run_1/flops_by_reg.png
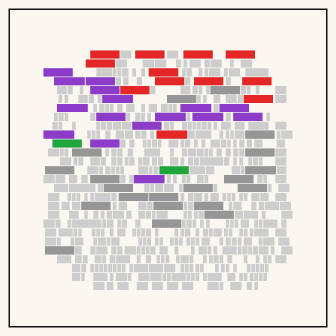
run_1/io_placement.png
Pins as bars across the die edge, other pins in grey.
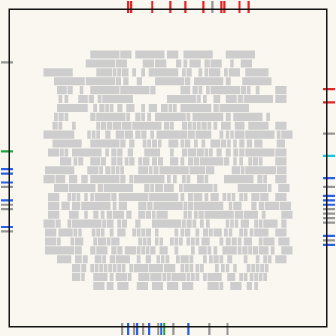
run_1/congestion.png
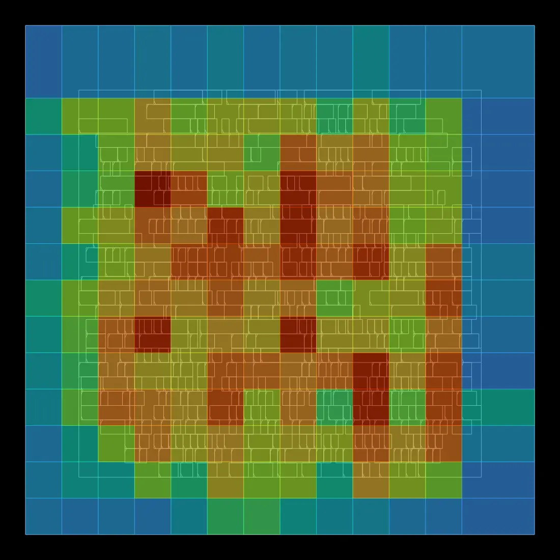
[src/rtl/waveform_sample_generator_pkg.sv]
// Shared wave codes, DAC constants and noise LFSR definition for the waveform generator.
package waveform_sample_generator_pkg;

   typedef enum logic [1:0] {
      WAVE_SAW = 2'b00,
      WAVE_TRI = 2'b01,
      WAVE_SQR = 2'b10,
      WAVE_AUX = 2'b11
   } wave_e;

   typedef enum logic {
      ST_IDLE = 1'b0,
      ST_RUN  = 1'b1
   } state_e;

   localparam int unsigned DAC_W            = 12;
   localparam logic [11:0] DAC_MIDSCALE     = 12'h800;
   localparam logic [15:0] LFSR_SEED_DEFAULT = 16'hACE1;
   // Right-shifting Galois form of x^16 + x^14 + x^13 + x^11 + 1.
   localparam logic [15:0] LFSR_TAP_MASK    = 16'hB400;

   function automatic logic [15:0] lfsr_step(input logic [15:0] s);
      return {1'b0, s[15:1]} ^ (s[0] ? LFSR_TAP_MASK : 16'h0000);
   endfunction

endpackage

[src/rtl/waveform_sample_generator_sine_quarter_rom.sv]
// First-quadrant sine table: 64 points at half-step offsets, scaled to 0..2047.
module sine_quarter_rom (
   input  logic [5:0]  addr_i,
   output logic [10:0] data_o
);

   always_comb begin
      data_o = '0;
      case (addr_i)
         6'd0:  data_o = 11'd25;   6'd1:  data_o = 11'd75;   6'd2:  data_o = 11'd126;  6'd3:  data_o = 11'd176;
         6'd4:  data_o = 11'd226;  6'd5:  data_o = 11'd275;  6'd6:  data_o = 11'd325;  6'd7:  data_o = 11'd375;
         6'd8:  data_o = 11'd424;  6'd9:  data_o = 11'd473;  6'd10: data_o = 11'd522;  6'd11: data_o = 11'd570;
         6'd12: data_o = 11'd618;  6'd13: data_o = 11'd666;  6'd14: data_o = 11'd713;  6'd15: data_o = 11'd760;
         6'd16: data_o = 11'd806;  6'd17: data_o = 11'd852;  6'd18: data_o = 11'd898;  6'd19: data_o = 11'd943;
         6'd20: data_o = 11'd987;  6'd21: data_o = 11'd1031; 6'd22: data_o = 11'd1074; 6'd23: data_o = 11'd1116;
         6'd24: data_o = 11'd1158; 6'd25: data_o = 11'd1199; 6'd26: data_o = 11'd1239; 6'd27: data_o = 11'd1279;
         6'd28: data_o = 11'd1318; 6'd29: data_o = 11'd1356; 6'd30: data_o = 11'd1393; 6'd31: data_o = 11'd1430;
         6'd32: data_o = 11'd1465; 6'd33: data_o = 11'd1500; 6'd34: data_o = 11'd1533; 6'd35: data_o = 11'd1566;
         6'd36: data_o = 11'd1598; 6'd37: data_o = 11'd1629; 6'd38: data_o = 11'd1659; 6'd39: data_o = 11'd1688;
         6'd40: data_o = 11'd1716; 6'd41: data_o = 11'd1743; 6'd42: data_o = 11'd1769; 6'd43: data_o = 11'd1793;
         6'd44: data_o = 11'd1817; 6'd45: data_o = 11'd1840; 6'd46: data_o = 11'd1861; 6'd47: data_o = 11'd1881;
         6'd48: data_o = 11'd1901; 6'd49: data_o = 11'd1919; 6'd50: data_o = 11'd1936; 6'd51: data_o = 11'd1951;
         6'd52: data_o = 11'd1966; 6'd53: data_o = 11'd1979; 6'd54: data_o = 11'd1992; 6'd55: data_o = 11'd2003;
         6'd56: data_o = 11'd2012; 6'd57: data_o = 11'd2021; 6'd58: data_o = 11'd2028; 6'd59: data_o = 11'd2035;
         6'd60: data_o = 11'd2039; 6'd61: data_o = 11'd2043; 6'd62: data_o = 11'd2046; 6'd63: data_o = 11'd2047;
         default: data_o = '0;
      endcase
   end

endmodule

[src/rtl/waveform_sample_generator.sv]
// Phase-accumulator waveform generator producing one DAC sample per sample_req edge.
// Build option WAVEGEN_SINE_LUT_EN turns wave code 11 into ROM sine (one extra pipeline stage).
module waveform_sample_generator
   import waveform_sample_generator_pkg::*;
#(
   parameter int unsigned PHASE_W   = 16,
   parameter int unsigned SAMPLE_W  = DAC_W,
   parameter logic [15:0] LFSR_SEED = LFSR_SEED_DEFAULT
) (
   input  logic                qzt_clk,
   input  logic                rst_n,
   input  logic                enable,
   input  logic [1:0]          wave_sel,
   input  logic [PHASE_W-1:0]  phase_inc,
   input  logic                sample_req,
   output logic [SAMPLE_W-1:0] sample_out,
   output logic                sample_valid,
   output logic [PHASE_W-1:0]  phase_out
);

   localparam logic [SAMPLE_W-1:0] MIDSCALE = SAMPLE_W'(DAC_MIDSCALE);

   state_e               state_q, state_d;
   logic                 req_q;
   logic [PHASE_W-1:0]   phase_q, phase_d;
   logic [15:0]          lfsr_q, lfsr_d;
   wave_e                sel_q, sel_d;
   logic                 upd_q, upd_d;
   logic [SAMPLE_W-1:0]  sample_q, sample_d;
   logic                 valid_q, valid_d;

   logic                 req_edge;
   logic                 accept;
   logic [SAMPLE_W:0]    p;
   logic [SAMPLE_W-1:0]  shape;
   logic [SAMPLE_W-1:0]  out_val;
   logic                 out_go;

   assign req_edge = sample_req ^ req_q;
   assign accept   = (state_q == ST_RUN) && enable && req_edge;

   always_comb begin
      state_d = state_q;
      phase_d = phase_q;
      lfsr_d  = lfsr_q;
      sel_d   = sel_q;
      upd_d   = 1'b0;
      case (state_q)
         ST_IDLE: if (enable) state_d = ST_RUN;
         ST_RUN:  if (!enable) state_d = ST_IDLE;
         default: state_d = ST_IDLE;
      endcase
      if (!enable) begin
         phase_d = '0;
      end else if (accept) begin
         phase_d = phase_q + phase_inc;
         lfsr_d  = lfsr_step(lfsr_q);
         sel_d   = wave_e'(wave_sel);
         upd_d   = 1'b1;
      end
   end

   // Shaping reads the registered phase/LFSR/selection captured on the request cycle.
   assign p = phase_q[PHASE_W-1 -: SAMPLE_W+1];

`ifdef WAVEGEN_SINE_LUT_EN
   logic [5:0]          rom_addr;
   logic [10:0]         rom_data;
   logic [SAMPLE_W-1:0] sine_val;
   logic [SAMPLE_W-1:0] stage_q;
   logic                stage_vld_q;

   assign rom_addr = phase_q[PHASE_W-2] ? ~phase_q[PHASE_W-3 -: 6] : phase_q[PHASE_W-3 -: 6];

   sine_quarter_rom u_rom (
      .addr_i (rom_addr),
      .data_o (rom_data)
   );

   assign sine_val = phase_q[PHASE_W-1] ? MIDSCALE - SAMPLE_W'(rom_data)
                                        : MIDSCALE + SAMPLE_W'(rom_data);
`endif

   always_comb begin
      shape = p[SAMPLE_W:1];
      case (sel_q)
         WAVE_SAW: shape = p[SAMPLE_W:1];
         WAVE_TRI: shape = p[SAMPLE_W] ? ~p[SAMPLE_W-1:0] : p[SAMPLE_W-1:0];
         WAVE_SQR: shape = phase_q[PHASE_W-1] ? '1 : '0;
`ifdef WAVEGEN_SINE_LUT_EN
         default:  shape = sine_val;
`else
         default:  shape = lfsr_q[SAMPLE_W-1:0];
`endif
      endcase
   end

`ifdef WAVEGEN_SINE_LUT_EN
   // Extra stage applies to every waveform so latency does not depend on wave_sel.
   always_ff @(posedge qzt_clk or negedge rst_n) begin
      if (!rst_n) begin
         stage_q     <= MIDSCALE;
         stage_vld_q <= 1'b0;
      end else begin
         stage_vld_q <= enable && upd_q;
         if (enable && upd_q) stage_q <= shape;
      end
   end

   assign out_val = stage_q;
   assign out_go  = stage_vld_q;
`else
   assign out_val = shape;
   assign out_go  = upd_q;
`endif

   always_comb begin
      sample_d = sample_q;
      valid_d  = 1'b0;
      if (!enable) begin
         sample_d = MIDSCALE;
         valid_d  = (sample_q != MIDSCALE);
      end else if (out_go) begin
         sample_d = out_val;
         valid_d  = 1'b1;
      end
   end

   always_ff @(posedge qzt_clk or negedge rst_n) begin
      if (!rst_n) begin
         state_q  <= ST_IDLE;
         req_q    <= 1'b0;
         phase_q  <= '0;
         lfsr_q   <= LFSR_SEED;
         sel_q    <= WAVE_SAW;
         upd_q    <= 1'b0;
         sample_q <= MIDSCALE;
         valid_q  <= 1'b0;
      end else begin
         state_q  <= state_d;
         req_q    <= sample_req;
         phase_q  <= phase_d;
         lfsr_q   <= lfsr_d;
         sel_q    <= sel_d;
         upd_q    <= upd_d;
         sample_q <= sample_d;
         valid_q  <= valid_d;
      end
   end

   assign sample_out   = sample_q;
   assign sample_valid = valid_q;
   assign phase_out    = phase_q;

endmodule

[config.mk]
export PLATFORM = sky130hd
export DESIGN_NAME = waveform_sample_generator
export DESIGN_NICKNAME = d
export VERILOG_FILES = /design/src/rtl/waveform_sample_generator_pkg.sv /design/src/rtl/waveform_sample_generator_sine_quarter_rom.sv /design/src/rtl/waveform_sample_generator.sv
export SDC_FILE = /design/constraint.sdc
export NUM_CORES = 1
export LEC_CHECK = 0
export ABC_AREA = 1
export ABC_CLOCK_PERIOD_IN_PS = 1810
export CORE_MARGIN = 10
export CORE_UTILIZATION = 54
export CTS_CLUSTER_SIZE = 40
export DETAILED_ROUTE_END_ITERATION = 10
export PLACE_DENSITY = 0.8
export SYNTH_ARGS = -nofsm -noshare
export SYNTH_HDL_FRONTEND = slang
export SYNTH_SLANG_ARGS = --single-unit
[constraint.sdc]
create_clock -name qzt_clk -period 1.81 [get_ports qzt_clk]
set_input_delay 0.2715 -clock qzt_clk [delete_from_list [all_inputs] [get_ports qzt_clk]]
set_output_delay 0.2715 -clock qzt_clk [all_outputs]
set_load 0.005 [all_outputs]
==> GITHUB_STEP_SUMMARY, run 1 <==
## Synthesis and layout report

| Metric | Value |
|---|---|
| WS Path Type | in -> reg |
| Adder Area Share | 6.56% |
| Leak pwr | 2.05 nW |
| Number of DRC markers in iteration 0 | 192 |
| Commonest cells in the netlist | 142 x nand2_1, 65 x inv_1, 41 x dfrtp_1 |
| Final RePlAce weighted congestion | 0.898 |
| Vias in the first global route | 3091 |
| Synth area leader | dfrtp_1 |
| CTS tree | done |
| Vias after detailed routing | 3151 |
| Synth Net Count | 477 |
| Post-CTS Setup Repair Bufs | 0 |
| Syn-to-layout area delta | 28.2% |
| Met1 Use GR | 23.1% |
| PortBufs | 50 |
| Post-DP HPWL | 6580 µm |
| Post-synth regs | 50 |
| Initial antenna violation count | 0 |
| Post-route ant nets | 0 |
| Number of inserted diodes | 0 |
| Outcome | completed |
| First-pass GRT wire length | 14100 µm |
| Tmin final | 1710 ps |
| Detailed-router iteration count before antenna repair | 5 |
| MUX share of area | 0% |
| Post-synth ARST share | 100% |
| DIE AREA | 9330 µm² |
| Final-report setup violation count | 0 |
| RSZ-0062 raised after global routing | yes |
| Total placed instance area | 3920 µm² |
| NumNets Final | 551 |
| GR Util met3 | 3.78% |
| Synth top area cells | dfrtp_1 32%, nand2_1 17%, inv_1 7.7%, dfstp_2 7.5%, ha_1 5.9% |
| Xor/xnor share | 1.66% |
| Setup TNS | 0 ps |
| Clk slew on worst S/H paths | 100 ps |
| Sequential element share of the synthesized area | 39.9% |
| Area leader share | 32.4% |
| Worst VDD drop | 607 µV |
| Buf/Inv on CP | 3 |
| Placed insts | 577 |
| Smallest setup slack after layout | 103 ps |
| Critical Path Start Type | input pin |
| DRC | 0 |
| Top cell by count, worst path | nand3_1 |
| Final Non-Filler Cells | 586 |
| # rows | 27 |
| Design area | 4060 µm² |
| Placeable Area | 5610 µm² |
| Arrival @ worst endpoint | 1910 ps |
| Dominant comb cell | simple AND/OR/NAND/NOR gates |
| Maxcap violations | 0 |
| GR Util met2 | 32.5% |
| Die Width | 96.6 µm |
| Power consumption | 0.00330 W |
| CP max-delay cell | clkdlybuf4s50_1 |
| Ys flop type | dfrtp_1 |
| Number of cells in Yosys stat | 439 |
| Achievable Freq | 586 MHz |
| Top Metal Used | met4 |
| Gr busiest metal | met2 |
| CTS buffer count | 5 |
| CP Max Fanout | 4 |
| Setup crit end kind | register |
| Detailed route wirelength on metal2 | 4240 µm |
| Relative slew slack | 65.2% |
| Pwr dens | 814 nW/µm² |
| Fin crit share | 94.3% |
| Complex Gates by Area | 15.2% |
| Skew final | 10.5 ps |
| CP delay by family, top | buffers and inverters |
| # IOs | 51 |
| Worst Max-Slew Pin Slew | 522 ps |
| Req. time, crit path | 2010 ps |
| H-tree Lvls | 2 |
| Worst hold slack | 452 ps |
| Count leader, synth | nand2_1 |
| Largest stage delay on the critical path | 460 ps |
| Largest net degree at the start of global routing | 32 |
| Log Warnings | 27 |
| Simple share | 25.9% |
| Clock Path Buffers | 2 |
| Wire length on met1 | 3640 µm |
| DP Worst Slack | -284 ps |
| Drt total wl | 8620 µm |
| Yosys stat chip area | 3170 µm² |
| Hold Crit Class | in -> reg |
| CP Cell Sequence | clkdlybuf4s50_1, ha_1, inv_1, fa_2, inv_1, nand3_1, nand3_2, nand3_2, nand3_1, nand2_1, nand3_1, nand2_1 |
| Pre-Place Util | 56.5% |
| Synth Cell Area | 3170 µm² |
| WL met3 | 604 µm |
| Share of cells above drive strength 1 | 12.8% |
| Syn avg cell area | 7.21 µm² |
| Late-Pin Clk Latency | 310 ps |
| Distinct lib cells | 34 |
| CTS root buf | clkbuf_8 |
| Overflow left after global routing | 0 |
| TritonCTS Sinks | 50 |
| Final hold vios | 0 |
| DIE HEIGHT | 96.6 µm |
| Via/cell ratio | 5.38 |
| Synth Warn # | 0 |
| Slew Limit Fails | 0 |
| Post-synth EDFFs | 0 |
| Cells after synthesis | 439 |
Notes on flops_by_reg.png above:
Key: purple = lfsr_q [placed flops 16]; green = sel_q [placed flops 2]; red = sample_out [placed flops 12]

Notes on io_placement.png above:
Key: green = wave_sel [pins 2, direction input, edge 1 south, 1 west]; red = sample_out [pins 12, direction output, edge 10 north, 2 east]; blue = phase_out [pins 16, direction output, edge 6 east, 5 west, 5 south]; cyan = enable [pins 1, direction input, edge east]
All pins by edge: 16 east, 13 south, 11 west, 11 north.

Notes on congestion.png above:
Final Util: 72.4%
routed len/inst: 14.7 µm
All-Layer GR Usage: 18.9%

-- run 1: power breakdown --
part | total (W) | switching [W] | internal [W]
clock network | 0.000668 | 0.000395 | 0.000272
registers | 0.00152 | 0.000174 | 0.00135
logic | 0.00111 | 0.000602 | 0.000511
-- run 1: area by class of cell --
| cell class | count | area (µm²) |
|---|---|---|
| Multi-Input combinational cell | 305 | 1600 |
| Fill cell | 463 | 1550 |
| Sequential cell | 50 | 1260 |
| Timing Repair Buffer | 80 | 748 |
| Inverter | 71 | 269 |
| Tap cell | 72 | 90.1 |
| Clock buffer | 5 | 68.8 |
| Clock inverter | 3 | 21.3 |
-- run 1: layout by cell type (no fill, tap or decap), types with 9 or more instances in the layout --
master,instances
nand2_1,141
inv_1,65
clkdlybuf4s50_1,49
dfrtp_1,40
buf_4,27
o21ai_1,26
nand3_1,22
o21ai_0,21
a21oi_1,21
ha_1,14
nor2_1,13
dfstp_2,9
-- run 1: sequential cells by signal (all words and copies together), names as in the netlist --
register and flops:
req_q 1, sel_q 2, out_go 1, sample_valid 1
phase_out 16, sample_out 12, state_q 1, lfsr_q 16
-- run 1: final timing paths --
path,end,slack (ps),startpoint,depth (start not counted)
setup reg to reg,phase_out[7]$_DFFE_PN0P_,120,phase_out[6]$_DFFE_PN0P_,7
max in group asynchronous,lfsr_q[11]$_DFFE_PN1P_,730,rst_n,3
setup / recovery,phase_out[12]$_DFFE_PN0P_,100,phase_inc[0],12
hold / removal,req_q$_DFF_PN0_,450,sample_req,1
min in group asynchronous,phase_out[4]$_DFFE_PN0P_,470,rst_n,2
hold reg to reg,lfsr_q[11]$_DFFE_PN1P_,490,lfsr_q[12]$_DFFE_PN0P_,2
-- run 1: what timing repair did --
action,in CTS,in global routing
endpoints found under the setup margin,0,14
hold buffers,1,0
endpoints found under the hold margin,16,0
gates resized,0,9
==> run 2, diff against run 1 <==
Settings changed: CTS_CLUSTER_DIAMETER set to 200, SLEW_MARGIN set to 20, SYNTH_HIERARCHICAL set to 1.
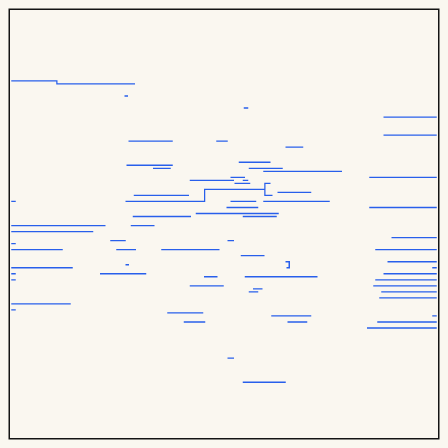
run_2/layer_met3.png
The layer holds 7.0% of the routed length. The longest straight run is 20.9 µm. The layer carries 604 µm of wire.

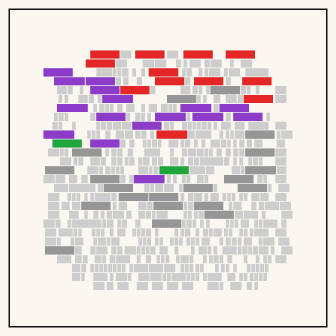
run_2/flops_by_reg.png
Key: purple = lfsr_q [placed flops 16]; green = sel_q [placed flops 2]; red = sample_out [placed flops 12]
Another 20 sequential cells are not coloured.

==> run 2 against run 1 <==
  * Die area did not move
  * Critical path depth is the same
  * Register-to-register slack about the same
  * Maximum frequency unchanged
  * Critical endpoint unchanged
==> GITHUB_STEP_SUMMARY, run 2 <==
## Synthesis and layout report

| Metric | Value |
|---|---|
| Outcome | completed |
| Yosys stat chip area | 3170 µm² (unchanged) |
| Synth Cell Area | 3170 µm² (unchanged) |
| Post-synth ARST share | 100% (unchanged) |
| Post-CTS Setup Repair Bufs | 0 (unchanged) |
| WS Path Type | in -> reg |
| Synth Warn # | 6 (+6) |
| Syn avg cell area | 7.21 µm² (unchanged) |
| Smallest setup slack after layout | 103 ps (unchanged) |
| Placed insts | 577 (unchanged) |
| Commonest cells in the netlist | 142 x nand2_1, 65 x inv_1, 41 x dfrtp_1 |
| MI comb area | 1600 µm² (unchanged) |
| GR Util met2 | 32.5% (unchanged) |
| Relative slew slack | 65.2% (unchanged) |
| Final-report setup violation count | 0 (unchanged) |
| Post-CTS Resized | 0 (unchanged) |
| Number of inserted diodes | 0 (unchanged) |
| Nonclk inv count | 71 (unchanged) |
| TAP cells | 72 (unchanged) |
| Placeable Area | 5610 µm² (unchanged) |
| Post-synth regs | 50 (unchanged) |
| Critical Path Start Type | input pin |
| Drt total wl | 8620 µm (unchanged) |
| H-tree Lvls | 2 (unchanged) |
| CTS buffer count | 5 (unchanged) |
| Overflow left after global routing | 0 (unchanged) |
| Distinct lib cells | 34 (unchanged) |
| Leak pwr | 2.05 nW (unchanged) |
| Largest net degree at the start of global routing | 32 (unchanged) |
| Via/cell ratio | 5.38 (unchanged) |
| Met1 Use GR | 23.1% (unchanged) |
| Fillers | 463 (unchanged) |
| Xor/xnor share | 1.66% (unchanged) |
| Worst hold slack | 452 ps (unchanged) |
| Simple share | 25.9% (unchanged) |
| Maxcap violations | 0 (unchanged) |
| Clk slew on worst S/H paths | 100 ps (about the same) |
| Clk tree area frac | 2.22% (unchanged) |
| Req. time, crit path | 2010 ps (about the same) |
| TritonCTS Sinks | 50 (unchanged) |
| # rows | 27 (unchanged) |
| Post-synth EDFFs | 0 (unchanged) |
| Dominant logic cell type in the layout | nand2_1 |
| Slew Limit Fails | 0 (unchanged) |
| Setup crit end kind | register |
| Fraction of area in multi-input gates | 39.4% (unchanged) |
| Final RePlAce weighted congestion | 0.898 (unchanged) |
| Final-layout clock buffer total | 5 (unchanged) |
| RSZ-0062 raised after global routing | yes |
| CTS Hold Bufs | 1 (unchanged) |
| Register Area | 1260 µm² (unchanged) |
| Adder Area Share | 6.56% (unchanged) |
| CTS tree | done |
| Area leader share | 32.4% (unchanged) |
| Flop count | 50 (unchanged) |
| Arrival @ worst endpoint | 1910 ps (about the same) |
| All-Layer GR Usage | 18.9% (unchanged) |
| Gr busiest metal | met2 |
| Pre-Place Util | 56.5% (unchanged) |
| Detailed-router iteration count before antenna repair | 5 (unchanged) |
| Synth area leader | dfrtp_1 |
| Complex Gates by Area | 15.2% (unchanged) |
| GR Util met3 | 3.78% (unchanged) |
| Pwr dens | 814 nW/µm² (unchanged) |
| Non-clock buffers | 80 (unchanged) |
| Setup TNS | 0 ps (unchanged) |
| Initial antenna violation count | 0 (unchanged) |
| Routed len/inst | 14.7 µm (unchanged) |
| Final hold vios | 0 (unchanged) |
| Vias after detailed routing | 3151 (unchanged) |
| Dominant comb cell | simple AND/OR/NAND/NOR gates |
| Number of DRC markers in iteration 0 | 192 (unchanged) |
| # IOs | 51 (unchanged) |
| Tmin final | 1710 ps (unchanged) |
| Share of cells above drive strength 1 | 12.8% (unchanged) |
| Fin crit share | 94.3% (unchanged) |
| Synth Net Count | 477 (unchanged) |
| Ys flop type | dfrtp_1 |
| Worst VDD drop | 607 µV (unchanged) |
| Hold Crit Class | in -> reg |
| Post-route ant nets | 0 (unchanged) |
| Sequential cell area share | 31.1% (unchanged) |
| NumNets Final | 551 (unchanged) |
| Achievable Freq | 586 MHz (unchanged) |
| DP Worst Slack | -284 ps (unchanged) |
| Worst Max-Slew Pin Slew | 522 ps (unchanged) |
| Leading cell kind | multi-input combinational cells |
| Skew final | 10.5 ps (unchanged) |
| Post-DP HPWL | 6580 µm (unchanged) |
| Late-Pin Clk Latency | 310 ps (about the same) |
| Clock Path Buffers | 2 (unchanged) |
| Top cells excl fill/tap | 141 x nand2_1, 65 x inv_1, 49 x clkdlybuf4s50_1, 40 x dfrtp_1, 27 x buf_4 |
| Number of cells in Yosys stat | 439 (unchanged) |
| CP Max Fanout | 4 (unchanged) |
| PortBufs | 50 (unchanged) |
| Final Non-Filler Cells | 586 (unchanged) |
run 2: power by group:
part	leakage, nW	total (W)	internal (W)	switching, W
Combinational	1.37	0.00111	0.000511	0.000602
Clock	0.0441	0.000668	0.000272	0.000395
Sequential	0.638	0.00152	0.00135	0.000174
Total	2.05	0.00330	0.00213	0.00117
run 2: worst max-delay path: stages:
cell and delay, ps:
clkdlybuf4s50_1 460, ha_1 170, inv_1 60, fa_2 340, inv_1 80, nand3_1 80, nand3_2 110, nand3_2 80
nand3_1 70, nand2_1 60, nand3_1 70, nand2_1 60
run 2: metrics by stage:
stage	area, µm²	power (W)	utilization (%)
after global routing	4060	0.00351	72.4
after global placement	3920	0.00257	69.9
after detailed placement	3920	0.00262	69.9
after CTS	4020	0.00328	71.7
after floorplan	3170	0.00215	-
final	4060	0.00330	72.4
run 2: per-layer routing:
metal	up-vias	part of all wire (%)
li1	1554	-
met1	1475	42
met2	111	49
met3	11	7.0
met4	0	1.5
met5	-	0
run 2: path summary, 6_finish.rpt:
kind | slack, ps | cells past startpoint | to | from
hold reg to reg | 490 | 2 | lfsr_q[11]$_DFFE_PN1P_ | lfsr_q[12]$_DFFE_PN0P_
hold / removal | 450 | 1 | req_q$_DFF_PN0_ | sample_req
min in group asynchronous | 470 | 2 | phase_out[4]$_DFFE_PN0P_ | rst_n
max in group asynchronous | 730 | 3 | lfsr_q[11]$_DFFE_PN1P_ | rst_n
setup reg to reg | 120 | 7 | phase_out[7]$_DFFE_PN0P_ | phase_out[6]$_DFFE_PN0P_
setup / recovery | 100 | 12 | phase_out[12]$_DFFE_PN0P_ | phase_inc[0]
==> run 3, diff against run 2 <==
Settings changed: SLEW_MARGIN 20 to not set.
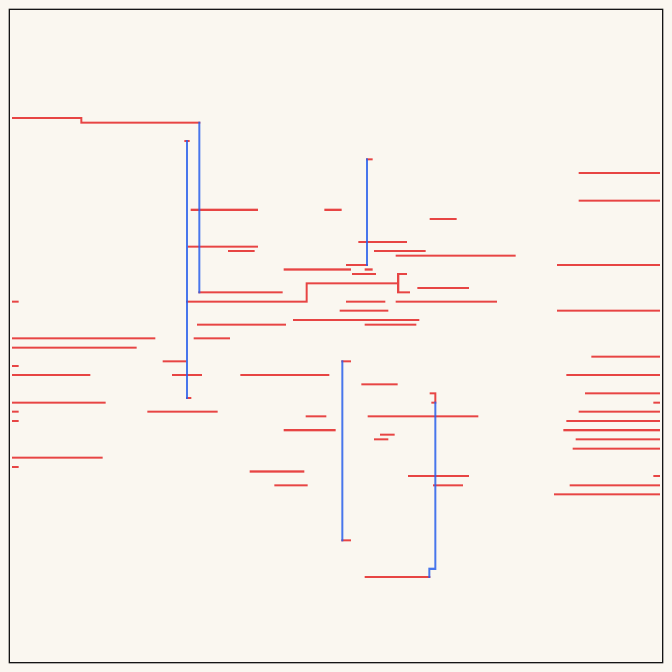
run_3/wires.png
Only two layers are drawn.
Key: red = metal 3 [wire length 604 µm]; blue = metal 4 [wire length 132 µm]

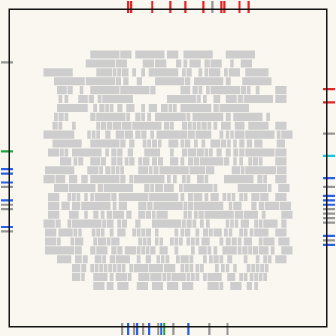
run_3/io_placement.png
Pins as bars across the die edge, other pins in grey.
Key: blue = phase_out [pins 16, direction output, edge 6 east, 5 west, 5 south]; cyan = enable [pins 1, direction input, edge east]; green = wave_sel [pins 2, direction input, edge 1 south, 1 west]; red = sample_out [pins 12, direction output, edge 10 north, 2 east]
All pins by edge: 16 east, 13 south, 11 west, 11 north.

==> run 3 against run 2 <==
  * Sequential share of layout area did not move
  * Register-to-register slack barely moved
  * Hold slack did not move
  * Combinational power barely moved
  * Via count did not move
  * Clock power barely moved
  * Area after synthesis did not move
  * Setup slack did not move
  * Synthesized cell count did not move
  * Clock skew did not move
  * Core utilization did not move
  * Final area did not move
  * Highest routed layer unchanged
==> GITHUB_STEP_SUMMARY, run 3 <==
## Synthesis and layout report

| Metric | Value |
|---|---|
| Hold Crit Class | in -> reg |
| Adder Area Share | 6.56% (unchanged) |
| # IOs | 51 (unchanged) |
| CP Cell Sequence | clkdlybuf4s50_1, ha_1, inv_1, fa_2, inv_1, nand3_1, nand3_2, nand3_2, nand3_1, nand2_1, nand3_1, nand2_1 |
| Pre-Place Util | 56.5% (unchanged) |
| Die Width | 96.6 µm |
| Via/cell ratio | 5.38 (unchanged) |
| Initial antenna violation count | 0 (unchanged) |
| Cells after synthesis | 439 |
| Synth Warn # | 6 (unchanged) |
| Slew Limit Fails | 0 (unchanged) |
| Vias after detailed routing | 3151 (unchanged) |
| Power consumption | 0.00330 W (unchanged) |
| Outcome | completed |
| Setup crit end kind | register |
| Post-CTS Setup Repair Bufs | 0 (unchanged) |
| Dominant logic cell type in the layout | nand2_1 |
| MUX share of area | 0% |
| Yosys stat chip area | 3170 µm² (unchanged) |
| Total placed instance area | 3920 µm² (unchanged) |
| RSZ-0062 raised after global routing | yes |
| Ys flop type | dfrtp_1 |
| Syn avg cell area | 7.21 µm² (unchanged) |
| DIE HEIGHT | 96.6 µm |
| DIE AREA | 9330 µm² |
| Number of DRC markers in iteration 0 | 192 (unchanged) |
| Count leader, synth | nand2_1 |
| Drt total wl | 8620 µm (unchanged) |
| CTS buffer count | 5 (unchanged) |
| Number of inserted diodes | 0 (unchanged) |
| Number of cells in Yosys stat | 439 (unchanged) |
| Synth Net Count | 477 (unchanged) |
| Clock Path Buffers | 2 (unchanged) |
| Setup TNS | 0 ps (unchanged) |
| Sequential element share of the synthesized area | 39.9% |
| Req. time, crit path | 2010 ps (about the same) |
| Skew final | 10.5 ps (unchanged) |
| Overflow left after global routing | 0 (unchanged) |
| Share of cells above drive strength 1 | 12.8% (unchanged) |
| Synth Cell Area | 3170 µm² (unchanged) |
| Post-synth EDFFs | 0 (unchanged) |
| Late-Pin Clk Latency | 310 ps (about the same) |
| Worst VDD drop | 607 µV (unchanged) |
| Detailed-router iteration count before antenna repair | 5 (unchanged) |
| DRC | 0 |
| CTS root buf | clkbuf_8 |
| All-Layer GR Usage | 18.9% (unchanged) |
| Simple share | 25.9% (unchanged) |
| Synth area leader | dfrtp_1 |
| Syn-to-layout area delta | 28.2% |
| CP Max Fanout | 4 (unchanged) |
| CP max-delay cell | clkdlybuf4s50_1 |
| Top cells excl fill/tap | 141 x nand2_1, 65 x inv_1, 49 x clkdlybuf4s50_1, 40 x dfrtp_1, 27 x buf_4 |
| Synth top area cells | dfrtp_1 32%, nand2_1 17%, inv_1 7.7%, dfstp_2 7.5%, ha_1 5.9% |
| Largest net degree at the start of global routing | 32 (unchanged) |
| Worst Max-Slew Pin Slew | 522 ps (unchanged) |
| Leak pwr | 2.05 nW (unchanged) |
| PortBufs | 50 (unchanged) |
| Critical Path Start Type | input pin |
| Area leader share | 32.4% (unchanged) |
| Smallest setup slack after layout | 103 ps (unchanged) |
| H-tree Lvls | 2 (unchanged) |
| Design area | 4060 µm² (unchanged) |
| Pwr dens | 814 nW/µm² (unchanged) |
| DP Worst Slack | -284 ps (unchanged) |
| Achievable Freq | 586 MHz (unchanged) |
| Dominant comb cell | simple AND/OR/NAND/NOR gates |
| WS Path Type | in -> reg |
| CP delay by family, top | buffers and inverters |
| Maxcap violations | 0 (unchanged) |
| First-pass GRT wire length | 14100 µm |
| Post-synth regs | 50 (unchanged) |
| NumNets Final | 551 (unchanged) |
| CTS Hold Bufs | 1 (unchanged) |
| Buf/Inv on CP | 3 (unchanged) |
| Final hold vios | 0 (unchanged) |
| CTS tree | done |
| Post-synth ARST share | 100% (unchanged) |
| Top cell by count, worst path | nand3_1 |
| Log Warnings | 27 |
| Routed len/inst | 14.7 µm (unchanged) |
| Post-DP HPWL | 6580 µm (unchanged) |
| Fin crit share | 94.3% (unchanged) |
| Placeable Area | 5610 µm² (unchanged) |
| Xor/xnor share | 1.66% (unchanged) |
| Tmin final | 1710 ps (unchanged) |
| Final RePlAce weighted congestion | 0.898 (unchanged) |
| Distinct lib cells | 34 (unchanged) |
| Arrival @ worst endpoint | 1910 ps (about the same) |
| # rows | 27 (unchanged) |
| Relative slew slack | 65.2% (unchanged) |
| Vias in the first global route | 3091 |
| Final-report setup violation count | 0 (unchanged) |
| Post-CTS Resized | 0 (unchanged) |
| Largest stage delay on the critical path | 460 ps (about the same) |
| Post-route ant nets | 0 (unchanged) |
| Clk slew on worst S/H paths | 100 ps (about the same) |
| Commonest cells in the netlist | 142 x nand2_1, 65 x inv_1, 41 x dfrtp_1 |
| Complex Gates by Area | 15.2% (unchanged) |
| TritonCTS Sinks | 50 (unchanged) |
run 3: cell counts after synthesis:
Identical to the previous run, type by type.
run 3: layout make-up:
type | instances | area (µm²)
clock buffers | 5 | 68.8
well taps | 72 | 90.1
inverters | 71 | 269
flip-flops and latches | 50 | 1260
multi-input cells | 305 | 1600
clock inverters | 3 | 21.3
fillers | 463 | 1550
repair buffers | 80 | 748
run 3: metal layers:
layer  wire (µm)  vias up  GRT usage, %  part of all wire, %
met5           0        -             0                    0
met1        3640     1475          23.1                   42
met3         604       11          3.78                  7.0
met2        4240      111          32.5                   49
li1            -     1554             -                    -
met4         132        0          6.17                  1.5
run 3: where the power goes:
part	internal [W]	leakage, nW	total [W]	switching [W]
sequential	0.00135	0.638	0.00152	0.000174
clock	0.000272	0.0441	0.000668	0.000395
combinational	0.000511	1.37	0.00111	0.000602
run 3: path summary, 6_finish.rpt:
kind                                           from                         to  slack, ps  depth (start not counted)
min                                      sample_req            req_q$_DFF_PN0_        450                          1
min in group asynchronous                     rst_n   phase_out[4]$_DFFE_PN0P_        470                          2
max                                    phase_inc[0]  phase_out[12]$_DFFE_PN0P_        100                         12
min reg2reg                  lfsr_q[12]$_DFFE_PN0P_     lfsr_q[11]$_DFFE_PN1P_        490                          2
max reg2reg                phase_out[6]$_DFFE_PN0P_   phase_out[7]$_DFFE_PN0P_        120                          7
max in group asynchronous                     rst_n     lfsr_q[11]$_DFFE_PN1P_        730                          3
run 3: stage by stage:
step	hold slack, ps	util [%]	instances
after floorplan	-24.1	-	439
after global placement	264	69.9	577
after detailed placement	275	69.9	577
after CTS	454	71.7	586
after global routing	462	72.4	586
final	452	72.4	586
Power is estimated from default activity; no workload was simulated.
